==> src/rtl/mem_arbiter_pkg.sv <==
`default_nettype none
// ============================================================================
// Module   : mem_arbiter_pkg
// Purpose  : Shared types and constants for the RAM-port arbiter and its
//            byte sequencer.
// Revision : 1.0  initial release
// ============================================================================
package mem_arbiter_pkg;

  typedef enum logic [2:0] {
    ST_IDLE      = 3'd0,
    ST_IF_READ   = 3'd1,
    ST_MEM_READ  = 3'd2,
    ST_MEM_WRITE = 3'd3,
    ST_RESP      = 3'd4
  } state_t;

  // Width of one RAM transfer.
  localparam int RAM_W = 8;

  // Byte counts carried on mem_len.
  localparam logic [2:0] LEN_B = 3'd1;
  localparam logic [2:0] LEN_H = 3'd2;
  localparam logic [2:0] LEN_W = 3'd4;

  localparam logic [31:0] ZERO_WORD = 32'h0000_0000;

  // A fetch miss always reads a full word; the last capture happens at cnt==4.
  localparam logic [2:0] IF_LAST_CNT = LEN_W;

endpackage
`default_nettype wire

==> src/rtl/mem_arbiter_byte_seq.sv <==
`default_nettype none
// ============================================================================
// Module   : mem_byte_seq
// Purpose  : Byte counter, address increment, little-endian read assembly
//            and store-byte selection for the byte-wide RAM port.
// Revision : 1.0  initial release
// ============================================================================
module mem_byte_seq
  import mem_arbiter_pkg::*;
(
  input  logic             clk,
  input  logic             rst,
  input  logic             start_i,    // load base/wdata/init, clear cnt
  input  logic [31:0]      base_i,
  input  logic [31:0]      wdata_i,
  input  logic [31:0]      init_i,     // initial assembly word (hit data or 0)
  input  logic             run_i,      // in a transfer state: advance cnt
  input  logic             capture_i,  // read transfer: store returning bytes
  input  logic [RAM_W-1:0] rdbyte_i,
  output logic [2:0]       cnt_o,
  output logic [31:0]      base_o,
  output logic [31:0]      addr_o,
  output logic [31:0]      word_o,
  output logic [RAM_W-1:0] wbyte_o
);

  logic [31:0] base_q;
  logic [31:0] wdata_q;
  logic [31:0] word_q;
  logic [2:0]  cnt_q;
  logic [1:0]  lane;

  // The byte arriving now was addressed last cycle, i.e. at cnt-1.
  assign lane = cnt_q[1:0] - 2'd1;

  // Latch the transfer context on start, then count and assemble bytes.
  always_ff @(posedge clk) begin
    if (rst) begin
      base_q  <= ZERO_WORD;
      wdata_q <= ZERO_WORD;
      word_q  <= ZERO_WORD;
      cnt_q   <= 3'd0;
    end else if (start_i) begin
      base_q  <= base_i;
      wdata_q <= wdata_i;
      word_q  <= init_i;
      cnt_q   <= 3'd0;
    end else if (run_i) begin
      cnt_q <= cnt_q + 3'd1;
      if (capture_i && (cnt_q != 3'd0)) begin
        word_q[{lane, 3'b000} +: RAM_W] <= rdbyte_i;
      end
    end
  end

  assign cnt_o   = cnt_q;
  assign base_o  = base_q;
  assign addr_o  = base_q + {29'd0, cnt_q};   // wraps modulo 2^32
  assign word_o  = word_q;
  assign wbyte_o = wdata_q[{cnt_q[1:0], 3'b000} +: RAM_W];

endmodule
`default_nettype wire

==> src/rtl/mem_arbiter.sv <==
`default_nettype none
// ============================================================================
// Module   : mem_arbiter
// Purpose  : Arbitrates the byte-wide RAM port between instruction fetch and
//            data accesses, and controls the direct-mapped I-cache lookup
//            and fill. Data requests win over fetches.
// Revision : 1.0  initial release
// ============================================================================
module mem_arbiter
  import mem_arbiter_pkg::*;
(
  input  logic             clk,
  input  logic             rst,
  // instruction fetch
  input  logic             if_req,
  input  logic [31:0]      if_addr,
  input  logic             if_flush,
  output logic             if_done,
  output logic [31:0]      if_inst,
  // data access
  input  logic             mem_req,
  input  logic             mem_we,
  input  logic [31:0]      mem_addr,
  input  logic [2:0]       mem_len,
  input  logic [31:0]      mem_wdata,
  output logic             mem_done,
  output logic [31:0]      mem_rdata,
  // instruction cache
  output logic             cache_query,
  output logic [31:0]      query_addr,
  input  logic             cache_hit,
  input  logic [31:0]      cache_inst,
  output logic             cache_enable,
  output logic [31:0]      fill_addr,
  output logic [31:0]      fill_data,
  // RAM port
  output logic [31:0]      ram_addr,
  output logic [RAM_W-1:0] ram_din,
  output logic             ram_wr,
  input  logic [RAM_W-1:0] ram_dout
);

  state_t      state_q;
  logic [2:0]  len_q;
  logic        fetch_q;   // current transaction belongs to the fetch side
  logic        fill_q;    // fetch was a miss: fill the cache on response

  logic             accept;
  logic             run;
  logic             capture;
  logic             resp;
  logic [2:0]       seq_cnt;
  logic [31:0]      seq_base;
  logic [31:0]      seq_addr;
  logic [31:0]      seq_word;
  logic [RAM_W-1:0] seq_wbyte;

  // A fetch is looked up only when no data request competes and it is not
  // being flushed this cycle.
  assign cache_query = (state_q == ST_IDLE) && !mem_req && if_req && !if_flush;
  assign query_addr  = cache_query ? if_addr : ZERO_WORD;

  assign accept  = (state_q == ST_IDLE) && (mem_req || cache_query);
  assign run     = (state_q == ST_IF_READ) || (state_q == ST_MEM_READ) ||
                   (state_q == ST_MEM_WRITE);
  assign capture = (state_q == ST_IF_READ) || (state_q == ST_MEM_READ);
  assign resp    = (state_q == ST_RESP);

  mem_byte_seq u_seq (
    .clk       (clk),
    .rst       (rst),
    .start_i   (accept),
    .base_i    (mem_req ? mem_addr : if_addr),
    .wdata_i   (mem_wdata),
    .init_i    ((cache_query && cache_hit) ? cache_inst : ZERO_WORD),
    .run_i     (run),
    .capture_i (capture),
    .rdbyte_i  (ram_dout),
    .cnt_o     (seq_cnt),
    .base_o    (seq_base),
    .addr_o    (seq_addr),
    .word_o    (seq_word),
    .wbyte_o   (seq_wbyte)
  );

  // Arbitration and transfer sequencing.
  always_ff @(posedge clk) begin
    if (rst) begin
      state_q <= ST_IDLE;
      len_q   <= 3'd0;
      fetch_q <= 1'b0;
      fill_q  <= 1'b0;
    end else begin
      case (state_q)
        ST_IDLE: begin
          if (mem_req) begin
            len_q   <= mem_len;
            fetch_q <= 1'b0;
            fill_q  <= 1'b0;
            state_q <= mem_we ? ST_MEM_WRITE : ST_MEM_READ;
          end else if (cache_query) begin
            fetch_q <= 1'b1;
            fill_q  <= !cache_hit;
            state_q <= cache_hit ? ST_RESP : ST_IF_READ;
          end
        end
        ST_IF_READ: begin
          if (if_flush)                    state_q <= ST_IDLE;
          else if (seq_cnt == IF_LAST_CNT) state_q <= ST_RESP;
        end
        ST_MEM_READ: begin
          if (seq_cnt == len_q) state_q <= ST_RESP;
        end
        ST_MEM_WRITE: begin
          if (seq_cnt == len_q - 3'd1) state_q <= ST_RESP;
        end
        ST_RESP: state_q <= ST_IDLE;
        default: state_q <= ST_IDLE;
      endcase
    end
  end

  // A flush in the fetch response cycle cancels both the done and the fill.
  assign if_done      = resp && fetch_q && !if_flush;
  assign mem_done     = resp && !fetch_q;
  assign if_inst      = if_done  ? seq_word : ZERO_WORD;
  assign mem_rdata    = mem_done ? seq_word : ZERO_WORD;
  assign cache_enable = if_done && fill_q;
  assign fill_addr    = cache_enable ? seq_base : ZERO_WORD;
  assign fill_data    = cache_enable ? seq_word : ZERO_WORD;

  assign ram_wr   = (state_q == ST_MEM_WRITE);
  assign ram_addr = run ? seq_addr : ZERO_WORD;
  assign ram_din  = ram_wr ? seq_wbyte : {RAM_W{1'b0}};

endmodule
`default_nettype wire

==> config.mk <==
export PLATFORM = sky130hd
export DESIGN_NAME = mem_arbiter
export DESIGN_NICKNAME = d
export VERILOG_FILES = /design/src/rtl/mem_arbiter_pkg.sv /design/src/rtl/mem_arbiter_byte_seq.sv /design/src/rtl/mem_arbiter.sv
export SDC_FILE = /design/constraint.sdc
export NUM_CORES = 1
export LEC_CHECK = 0
export ABC_CLOCK_PERIOD_IN_PS = 2550
export CAP_MARGIN = 20
export CELL_PAD_IN_SITES_DETAIL_PLACEMENT = 2
export CELL_PAD_IN_SITES_GLOBAL_PLACEMENT = 2
export CORE_ASPECT_RATIO = 0.75
export CORE_MARGIN = 5
export CORE_UTILIZATION = 31
export DETAILED_ROUTE_END_ITERATION = 10
export DONT_BUFFER_PORTS = 1
export GPL_ROUTABILITY_DRIVEN = 0
export PLACE_DENSITY = 0.88
export SLEW_MARGIN = 5
export SYNTH_ARGS = -nofsm -noshare
export SYNTH_HDL_FRONTEND = slang
export SYNTH_SLANG_ARGS = --single-unit
==> constraint.sdc <==
create_clock -name clk -period 2.55 [get_ports clk]
set_input_delay 0.51 -clock clk [delete_from_list [all_inputs] [get_ports clk]]
set_output_delay 0.51 -clock clk [all_outputs]
set_load 0.02 [all_outputs]
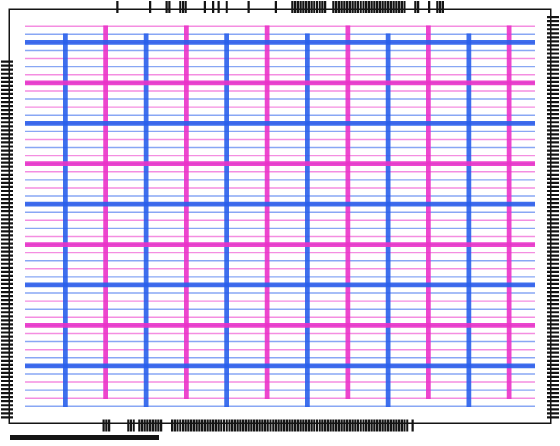
(images/pdn.png)
The bar under the picture is 50 um long. Pins as bars on the die edge.
colour	net
blue	VSS
magenta	VDD
met4 straps	12
met1 rails	48
met5 straps	9
signal pins	351
rows	47

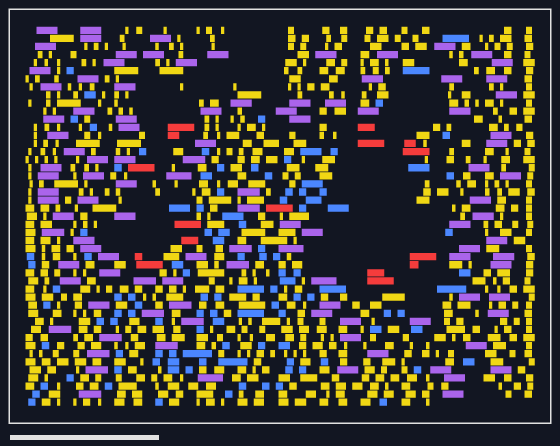
(images/cell_classes.png)
The bar under the picture is 50 um long.
colour	class	cells	share of their area
yellow	all other logic	685	58%
purple	flip-flops	107	25%
blue	other buffers and delay cells	113	13%
red	clock drivers and dummy loads	16	3.6%

==> impl_report.txt <==
RUN METRICS
----------------------------------------------------
[Run status]
  Status ........................ finished, violations left
  Violations in the final reports ........................ negative setup slack

[Layout]
  Non-Clock Inverter Count ........................ 12
  Logic share of the area ........................ 55.2%
  Number of sequential cells in the layout ........................ 107
  Top logic cells by instance count in the layout ........................ sky130_fd_sc_hd__nor2_1, sky130_fd_sc_hd__dfxtp_1, sky130_fd_sc_hd__buf_4
  Combined area of the multi-input logic cells ........................ 4970 sq um
  Number of diodes added for antenna fixing ........................ 1
  Mi-comb count ........................ 673
  Share of the core filled with cells ........................ 41.1%
  Share of final layout cell area taken by non-clock buffers ........................ 12.6%
  Flop share of the area ........................ 24.2%
  Top cell excl fill/tap ........................ sky130_fd_sc_hd__nor2_1
  Number of nets in the layout ........................ 1072
  Storage cell area ........................ 2180 sq um
  Clock buf count ........................ 9
  Ratio of cells with drive above 1 in the final layout ........................ 38.2%

[Drt]
  Final antenna-violating net count ........................ 0
  Met2 wire length ........................ 16700 um
  Total length of routed met3 wires ........................ 2350 um
  Post-DR wirelength/cell ........................ 27.3 um
  Number of detailed-route iterations in the first pass ........................ 5
  WL met1 ........................ 13300 um
  Vias per cell ........................ 5.82

[Synthesis]
  Total cell area reported by yosys after synthesis ........................ 6850 sq um
  Sequential fraction of the synthesis area ........................ 31.3%
  Adder Share, Synth ........................ 1.94%
  Synth Cell Area ........................ 6850 sq um
  Largest cells by area after synthesis ........................ sky130_fd_sc_hd__dfxtp_1, sky130_fd_sc_hd__and2_1, sky130_fd_sc_hd__and3_1
  Top cell type by instance count after synthesis ........................ sky130_fd_sc_hd__dfxtp_1
  Post-synth tally of flip-flops with integrated enable ........................ 0
  Most common reg cell ........................ sky130_fd_sc_hd__dfxtp_1
  Floorplan net count ........................ 1018
  Number of library cell types mapped by synthesis ........................ 55
  Fraction of post-synthesis cell area in the top cell type by area ........................ 31.3%
  Library cell occupying the most area in the post-synthesis netlist ........................ sky130_fd_sc_hd__dfxtp_1
  Simple-Gate Fraction of Synth Area ........................ 34.5%
  Main logic family ........................ simple AND/OR/NAND/NOR gates
  Yosys warning total ........................ 0
  MUX area fraction ........................ 7.74%
  Ranking of synthesized cells by instance count ........................ sky130_fd_sc_hd__dfxtp_1, sky130_fd_sc_hd__nor2_1, sky130_fd_sc_hd__and2_1

[Placement]
  Placed insts ........................ 1164
  Worst slack after detailed placement ........................ -0.203 ns
  Placed standard-cell area ........................ 7570 sq um

[Worst setup path]
  FF-to-FF End ........................ u_seq.word_o[1]$_SDFFE_PP0P_
  Cell depth of the worst setup path ........................ 9
  Worst r2r path cells ........................ 10
  Endpoint required time on the critical path ........................ 2.04 ns
  CP endpoint kind ........................ primary output
  WS Path Type ........................ flop to primary output
  Family with the most delay on the worst path ........................ simple AND/OR/NAND/NOR gates
  Crit path cell chain ........................ ha_4, inv_2, fa_2, nor2b_4, o211ai_1, buf_4, nor3_4, xnor2_2, nor2_4
  Critical path's largest stage delay ........................ 0.37 ns
  Category of the worst setup path launch point ........................ flop

[Clock tree]
  TritonCTS clock tree ........................ done
  Hold Buf Count CTS ........................ 0
  Post_cts resized ........................ 118
  Deepest clock path buffer count ........................ 2
  Inserted Clock Buffers ........................ 9
  Root buf cell ........................ sky130_fd_sc_hd__clkbuf_16

[Global route]
  Initial antenna violation count ........................ 1
  Overall Global Routing Usage ........................ 23.7%
  Grt met3 use ........................ 6.53%
  First-pass GRT wire length ........................ 47400 um
  Met2 track demand over resource ........................ 41.5%
  Sum of overflow across all layers after global routing ........................ 0
  Layer carrying the most global-route usage ........................ met2
  Maximum number of pins on one net before global-route repair ........................ 108
  Number of global-route vias before repair ........................ 7556

[Final timing]
  Minimum setup slack in the final design ........................ -0.439 ns
  Pins over their slew limit ........................ 0
  Setup repair after global routing missed its margin ........................ true
  Final setup vio count ........................ 25
  Tcrit/Tclk final ........................ 117%
  Hold Violations, Final ........................ 0
  Remaining max-slew budget at the tightest pin ........................ 55.6%
  Worst hold-check slack ........................ 0.233 ns

[Power]
  Largest power group ........................ combinational cells
  Areal power density over the cells ........................ 851 nW/um^2
  Clock Power Share ........................ 19.4%
  Power dissipated in the clock network ........................ 1.49 mW
  Comb. pwr ........................ 3.55 mW
  Total power ........................ 7.67 mW
  VDD IR max ........................ 0.000323 V
  Comb pwr share ........................ 46.3%

[Die]
  Width of the die ........................ 182 um
  Row count ........................ 47
  Tap cell instance count ........................ 294
  I/O pins ........................ 351
  Core area ........................ 21900 sq um

[Run]
  OpenROAD warning count ........................ 35
  Number of maximum-capacitance violations ........................ 0

[Hold path]
  HP Start ........................ rst

----------------------------------------------------
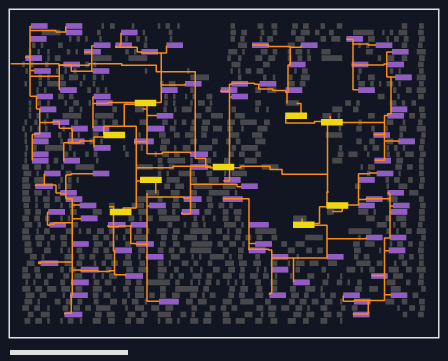
(images/clock_map.png)
The bar under the picture is 50 um long.
[orange] clock wires | length: 1650 um
[yellow] cells driving clock nets | count: 9
[purple] flip-flops | count: 107
flops lie	spread over the die
routed clock nets	10

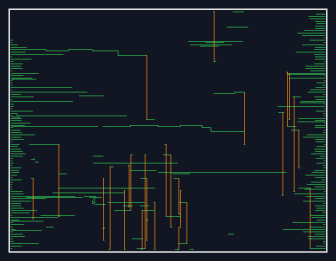
(images/metal_stack.png)
Only two layers are drawn.
colour	layer	wire length
green	met3	2350 um
orange	met4	850 um

Power figures rest on the tool's default switching activity, not on a simulated workload.
